$ cat src/rtl/hazard_scoreboard_pkg.sv
// Shared opcode constants, scoreboard entry payload and helpers for the hazard scoreboard.
package hazard_scoreboard_pkg;

  localparam logic [6:0] OP_JAL    = 7'b1101111;
  localparam logic [6:0] OP_JALR   = 7'b1100111;
  localparam logic [6:0] OP_BRANCH = 7'b1100011;

  // Widest supported latency counter; per-instance counters are zero-extended to this.
  localparam int unsigned SB_CNT_W = 8;

  typedef struct packed {
    logic                pending;
    logic [SB_CNT_W-1:0] cnt;
  } sb_entry_t;

  // A latency of zero is treated as a single cycle.
  function automatic logic [SB_CNT_W-1:0] eff_latency(input logic [SB_CNT_W-1:0] lat);
    return (lat == '0) ? SB_CNT_W'(1) : lat;
  endfunction

endpackage

$ cat src/rtl/hazard_scoreboard_entry.sv
// Single-register pending flag with result countdown.
module sb_entry
  import hazard_scoreboard_pkg::*;
#(
  parameter int unsigned LAT_W = 3
) (
  input  logic             clk,
  input  logic             rst,
  input  logic             hold,
  input  logic             set_en,
  input  logic [LAT_W-1:0] set_cnt,
  output sb_entry_t        entry
);

  logic             pending_q, pending_d;
  logic [LAT_W-1:0] cnt_q, cnt_d;

  // Count down while the pipeline advances; a new writer overrides the countdown.
  always_comb begin
    pending_d = pending_q;
    cnt_d     = cnt_q;
    if (!hold && pending_q) begin
      cnt_d = cnt_q - LAT_W'(1);
      if (cnt_q == LAT_W'(1)) begin
        pending_d = 1'b0;
      end
    end
    if (set_en) begin
      pending_d = 1'b1;
      cnt_d     = set_cnt;
    end
  end

  // State register with synchronous reset.
  always_ff @(posedge clk) begin
    if (rst) begin
      pending_q <= 1'b0;
      cnt_q     <= '0;
    end else begin
      pending_q <= pending_d;
      cnt_q     <= cnt_d;
    end
  end

  // Present the entry zero-extended to the shared payload width.
  always_comb begin
    entry.pending = pending_q;
    entry.cnt     = SB_CNT_W'(cnt_q);
  end

endmodule

$ cat src/rtl/hazard_scoreboard.sv
// Register scoreboard: RAW/WAW stall detection, bypass selection, flush control and stall counter.
module hazard_scoreboard
  import hazard_scoreboard_pkg::*;
#(
  parameter int unsigned NUM_REGS   = 32,
  parameter int unsigned LAT_W      = 3,
  parameter int unsigned FWD_WINDOW = 1,
  parameter int unsigned PERF_W     = 32
) (
  input  logic                        clk,
  input  logic                        rst,
  input  logic                        id_valid,
  input  logic [6:0]                  id_opcode,
  input  logic [$clog2(NUM_REGS)-1:0] id_rs1,
  input  logic [$clog2(NUM_REGS)-1:0] id_rs2,
  input  logic                        id_rs1_used,
  input  logic                        id_rs2_used,
  input  logic [$clog2(NUM_REGS)-1:0] id_rd,
  input  logic                        id_reg_wr_en,
  input  logic [LAT_W-1:0]            id_latency,
  input  logic                        ex_busy,
  input  logic                        branch_taken,
  output logic                        stall_if,
  output logic                        stall_id,
  output logic                        flush_branch,
  output logic                        flush_jump,
  output logic                        fwd_rs1,
  output logic                        fwd_rs2,
  output logic [PERF_W-1:0]           stall_cycles
);

  localparam int unsigned         RW      = $clog2(NUM_REGS);
  localparam logic [SB_CNT_W-1:0] FWD_LIM = SB_CNT_W'(FWD_WINDOW);

  sb_entry_t entries [NUM_REGS];

  logic             wr_issue;
  logic [LAT_W-1:0] lat_eff;

  // x0 is hardwired and never tracked.
  assign entries[0] = '0;

  // One countdown cell per writable architectural register.
  for (genvar r = 1; r < NUM_REGS; r++) begin : g_entry
    sb_entry #(
      .LAT_W (LAT_W)
    ) u_entry (
      .clk     (clk),
      .rst     (rst),
      .hold    (ex_busy),
      .set_en  (wr_issue && (id_rd == RW'(r))),
      .set_cnt (lat_eff),
      .entry   (entries[r])
    );
  end

  sb_entry_t e_rs1, e_rs2, e_rd;
  logic      raw_1, raw_2, waw, stall, issue;

  // Hazard, bypass and flush decisions, all taken on pre-issue state.
  always_comb begin
    e_rs1    = entries[id_rs1];
    e_rs2    = entries[id_rs2];
    e_rd     = entries[id_rd];
    lat_eff  = (id_latency == '0) ? LAT_W'(1) : id_latency;
    raw_1    = id_valid && id_rs1_used && e_rs1.pending && (e_rs1.cnt > FWD_LIM);
    raw_2    = id_valid && id_rs2_used && e_rs2.pending && (e_rs2.cnt > FWD_LIM);
    fwd_rs1  = id_valid && id_rs1_used && e_rs1.pending && (e_rs1.cnt <= FWD_LIM);
    fwd_rs2  = id_valid && id_rs2_used && e_rs2.pending && (e_rs2.cnt <= FWD_LIM);
    waw      = id_valid && id_reg_wr_en && (id_rd != '0) && e_rd.pending &&
               (e_rd.cnt > eff_latency(SB_CNT_W'(id_latency)));
    stall    = (raw_1 || raw_2 || waw || ex_busy) && !branch_taken;
    issue    = id_valid && !stall && !branch_taken;
    wr_issue = issue && id_reg_wr_en && (id_rd != '0);
    stall_id     = stall;
    stall_if     = stall;
    flush_branch = branch_taken;
    flush_jump   = id_valid && (id_opcode == OP_JAL) && !stall && !branch_taken;
  end

  logic [PERF_W-1:0] stall_cycles_q, stall_cycles_d;

  // Saturating count of stalled cycles.
  always_comb begin
    stall_cycles_d = stall_cycles_q;
    if (stall && (stall_cycles_q != {PERF_W{1'b1}})) begin
      stall_cycles_d = stall_cycles_q + PERF_W'(1);
    end
  end

  // Stall counter register with synchronous reset.
  always_ff @(posedge clk) begin
    if (rst) begin
      stall_cycles_q <= '0;
    end else begin
      stall_cycles_q <= stall_cycles_d;
    end
  end

  assign stall_cycles = stall_cycles_q;

endmodule

$ cat config.mk
export PLATFORM = sky130hd
export DESIGN_NAME = hazard_scoreboard
export DESIGN_NICKNAME = d
export VERILOG_FILES = /design/src/rtl/hazard_scoreboard_pkg.sv /design/src/rtl/hazard_scoreboard_entry.sv /design/src/rtl/hazard_scoreboard.sv
export SDC_FILE = /design/constraint.sdc
export NUM_CORES = 1
export LEC_CHECK = 0
export CAP_MARGIN = 15
export CORE_ASPECT_RATIO = 0.75
export CORE_UTILIZATION = 69
export CTS_BUF_LIST = sky130_fd_sc_hd__clkbuf_4 sky130_fd_sc_hd__clkbuf_8
export DETAILED_ROUTE_END_ITERATION = 8
export GPL_TIMING_DRIVEN = 0
export PLACE_DENSITY = 0.95
export SLEW_MARGIN = 0
export SYNTH_ARGS = -nofsm -noshare
export SYNTH_HDL_FRONTEND = slang
export SYNTH_HIERARCHICAL = 1
export SYNTH_SLANG_ARGS = --single-unit
$ cat constraint.sdc
create_clock -name clk -period 17.6 [get_ports clk]
set_input_delay 5.28 -clock clk [delete_from_list [all_inputs] [get_ports clk]]
set_output_delay 5.28 -clock clk [all_outputs]
set_load 0.01 [all_outputs]
==> out/results.ini <==
[clock_network]
clkTransAtPathRegs_ns = 0.08
post_cts_buffers = 0
clockBufferDepth = 2
cts_root_buf = clkbuf_8
htreeDepth = 4
cts_buffers = 17
insertion_delay_ns = 0.51
holdBufCountCts = 0

[drt]
avgRoutedWirePerCell_um = 23.46
routed_wl_um = 54360
ant_nets = 0
drt_iter0_drc = 2493
drcViolationCount = 2

[global_route]
gr-max-usage-layer = met2
grtUsageMet2_pct = 71.16
met1_usage_pct = 63.60
grt_first_pass_wirelength_um = 80890
grt_start_max_net_pins = 122
grt_pass1_vias = 14160

[logic_synthesis]
yosys_area_mm2 = 0.01489
syn_area_per_cell_um2 = 8.237
ys_cells = 1808
synth_top_cell_by_count = buf_4
ys.flop_type = dfxtp_1
area_leaders = dfxtp_1, buf_4, mux4_2
common_cells = buf_4, nor2_1, dfxtp_1
largest_area_cell = dfxtp_1
yosysUniqueCellTypes = 81

[timing]
max-slew-margin-rel_pct = 20.95
period_needed_ns = 17.57
setup_violations = 0
whs_ns = 0.5008
finalHoldViolCount = 0
tightest_slew_ns = 1.186
period_used_pct = 99.85
grt_setup_unrepaired = false

[placed_design]
gp_congestion = 1.086
port_buffers = 62
hpwlAfterDp_um = 39730

[floorplan]
fp-row-count = 46
coreArea_mm2 = 0.02112
fp_util_pct = 70.50
fp.dieW_um = 171.6

[run_status]
status = finished with violations
violations = DRC

[run]
cap_violations = 0
warnings = 59

[power_and_ir_drop]
p_leak_nw = 6.206
power.density_mw_per_mm2 = 49.31

[finish]
area_growth_pct = 13.04

[worst_setup_path]
criticalPathCategory = in -> out
worstPathRequired_ns = 12.32

[min_path]
hold_path.class = reg -> reg

==> worst max-delay path: stages <==
cell and delay (ns):
buf_2 0.28, buf_2 0.44, buf_2 0.40, buf_2 0.45
buf_2 0.55, mux4_2 0.67, mux4_2 0.52, mux2_2 0.30
ha_1 0.32, a211oi_1 0.56, o21bai_1 0.16, nor4_1 0.25
o211ai_1 0.13, a41oi_1 0.51, and3_1 0.25, buf_6 0.12
buf_8 0.15, buf_6 0.16, nor2_1 0.08, nor2_1 0.14
clkdlybuf4s50_1 0.55
==> power by group <==
| group | switching, mW | internal, mW |
|---|---|---|
| clock network | 0.154 | 0.131 |
| registers | 0.00177 | 0.354 |
| logic | 0.114 | 0.0753 |
==> layout make-up <==
| cell class | instances | area (um2) |
|---|---|---|
| plain buffers | 261 | 1817 |
| clock buffers | 22 | 296.5 |
| clock inverters | 10 | 102.6 |
| fillers | 1413 | 4289 |
| inverters | 142 | 533.0 |
| multi-input cells | 1373 | 9903 |
| flip-flops and latches | 156 | 3123 |
| well taps | 288 | 360.3 |
| repair buffers | 65 | 698.2 |
==> logic make-up after synthesis <==
group / count (synthesis) / share of synthesized area [%]
compound gates: 393 / 18.09
xor+xnor: 63 / 3.705
fa+ha+maj: 66 / 5.545
buf+inv: 403 / 15.73
flops: 156 / 20.97
mux: 103 / 12.38
other cells: 31 / 0.7814
simple gates: 593 / 22.80
==> registers in the layout, indices dropped and copies added (netlist names) <==
name,cells
g_entry.u_entry/cnt_q,93
g_entry.u_entry/pending_q,31
stall_cycles,32
==> through the flow <==
step | std cells | util, % | setup WS [ns] | TNS [ns] | area, um2
after global routing | 2317 | 79.69 | 0.01124 | 0 | 16830
after CTS | 2317 | 79.71 | 0.2177 | 0 | 16840
after detailed placement | 2285 | 77.78 | -0.1397 | -0.2154 | 16430
final | 2317 | 79.69 | 0.02635 | 0 | 16830
after floorplan | 1932 | - | 2.210 | 0 | 15360
after global placement | 2282 | 77.35 | -0.1186 | -0.1903 | 16340
==> worst paths after layout <==
| check | to | start | cells after the start | slack [ns] |
|---|---|---|---|---|
| max | flush_jump | id_rd[0] | 21 | 0.03 |
| min | stall_cycles[27]$_SDFFE_PP0P_ | stall_cycles[27]$_SDFFE_PP0P_ | 2 | 0.50 |
| max reg2reg | g_entry[4].u_entry/cnt_q[2]$_SDFFE_PP0P_ | g_entry[22].u_entry/cnt_q[1]$_SDFFE_PP0P_ | 16 | 12.10 |
| min reg2reg | stall_cycles[27]$_SDFFE_PP0P_ | stall_cycles[27]$_SDFFE_PP0P_ | 2 | 0.50 |
==> per-layer routing <==
layer	wire [um]	part of all wire (%)	vias to the layer above
met5	34	0.063	-
met4	2476	4.6	2
met3	8823	16	260
met2	22250	41	1360
met1	20770	38	7113
li1	-	-	6653
Fig. 1: power grid
Drawn at 2 px/um. Pins as bars on the die edge.
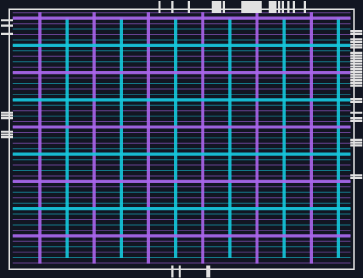
| net | color |
|---|---|
| VSS | purple |
| VDD | cyan |
met4 straps: 12
met1 rails: 47
met5 straps: 9
signal pins: 71

Fig. 2: wiring by layer
Drawn at 3 px/um.
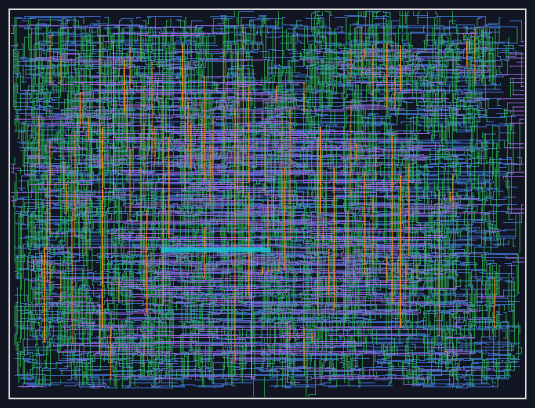
| layer | color | wire length |
|---|---|---|
| met4 | orange | 2480 um |
| met3 | purple | 8820 um |
| met5 | cyan | 35.0 um |
| met2 | green | 22.2 mm |
| met1 | blue | 20.8 mm |

Fig. 3: clock wires, drivers and flops
Drawn at 1.5 px/um.
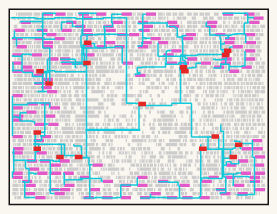
[cells driving clock nets] red | count: 17
[flip-flops] magenta | count: 156
[clock wires] cyan | length: 2200 um
flops lie: spread over the die
routed clock nets: 18

Power is estimated from default activity; no workload was simulated.
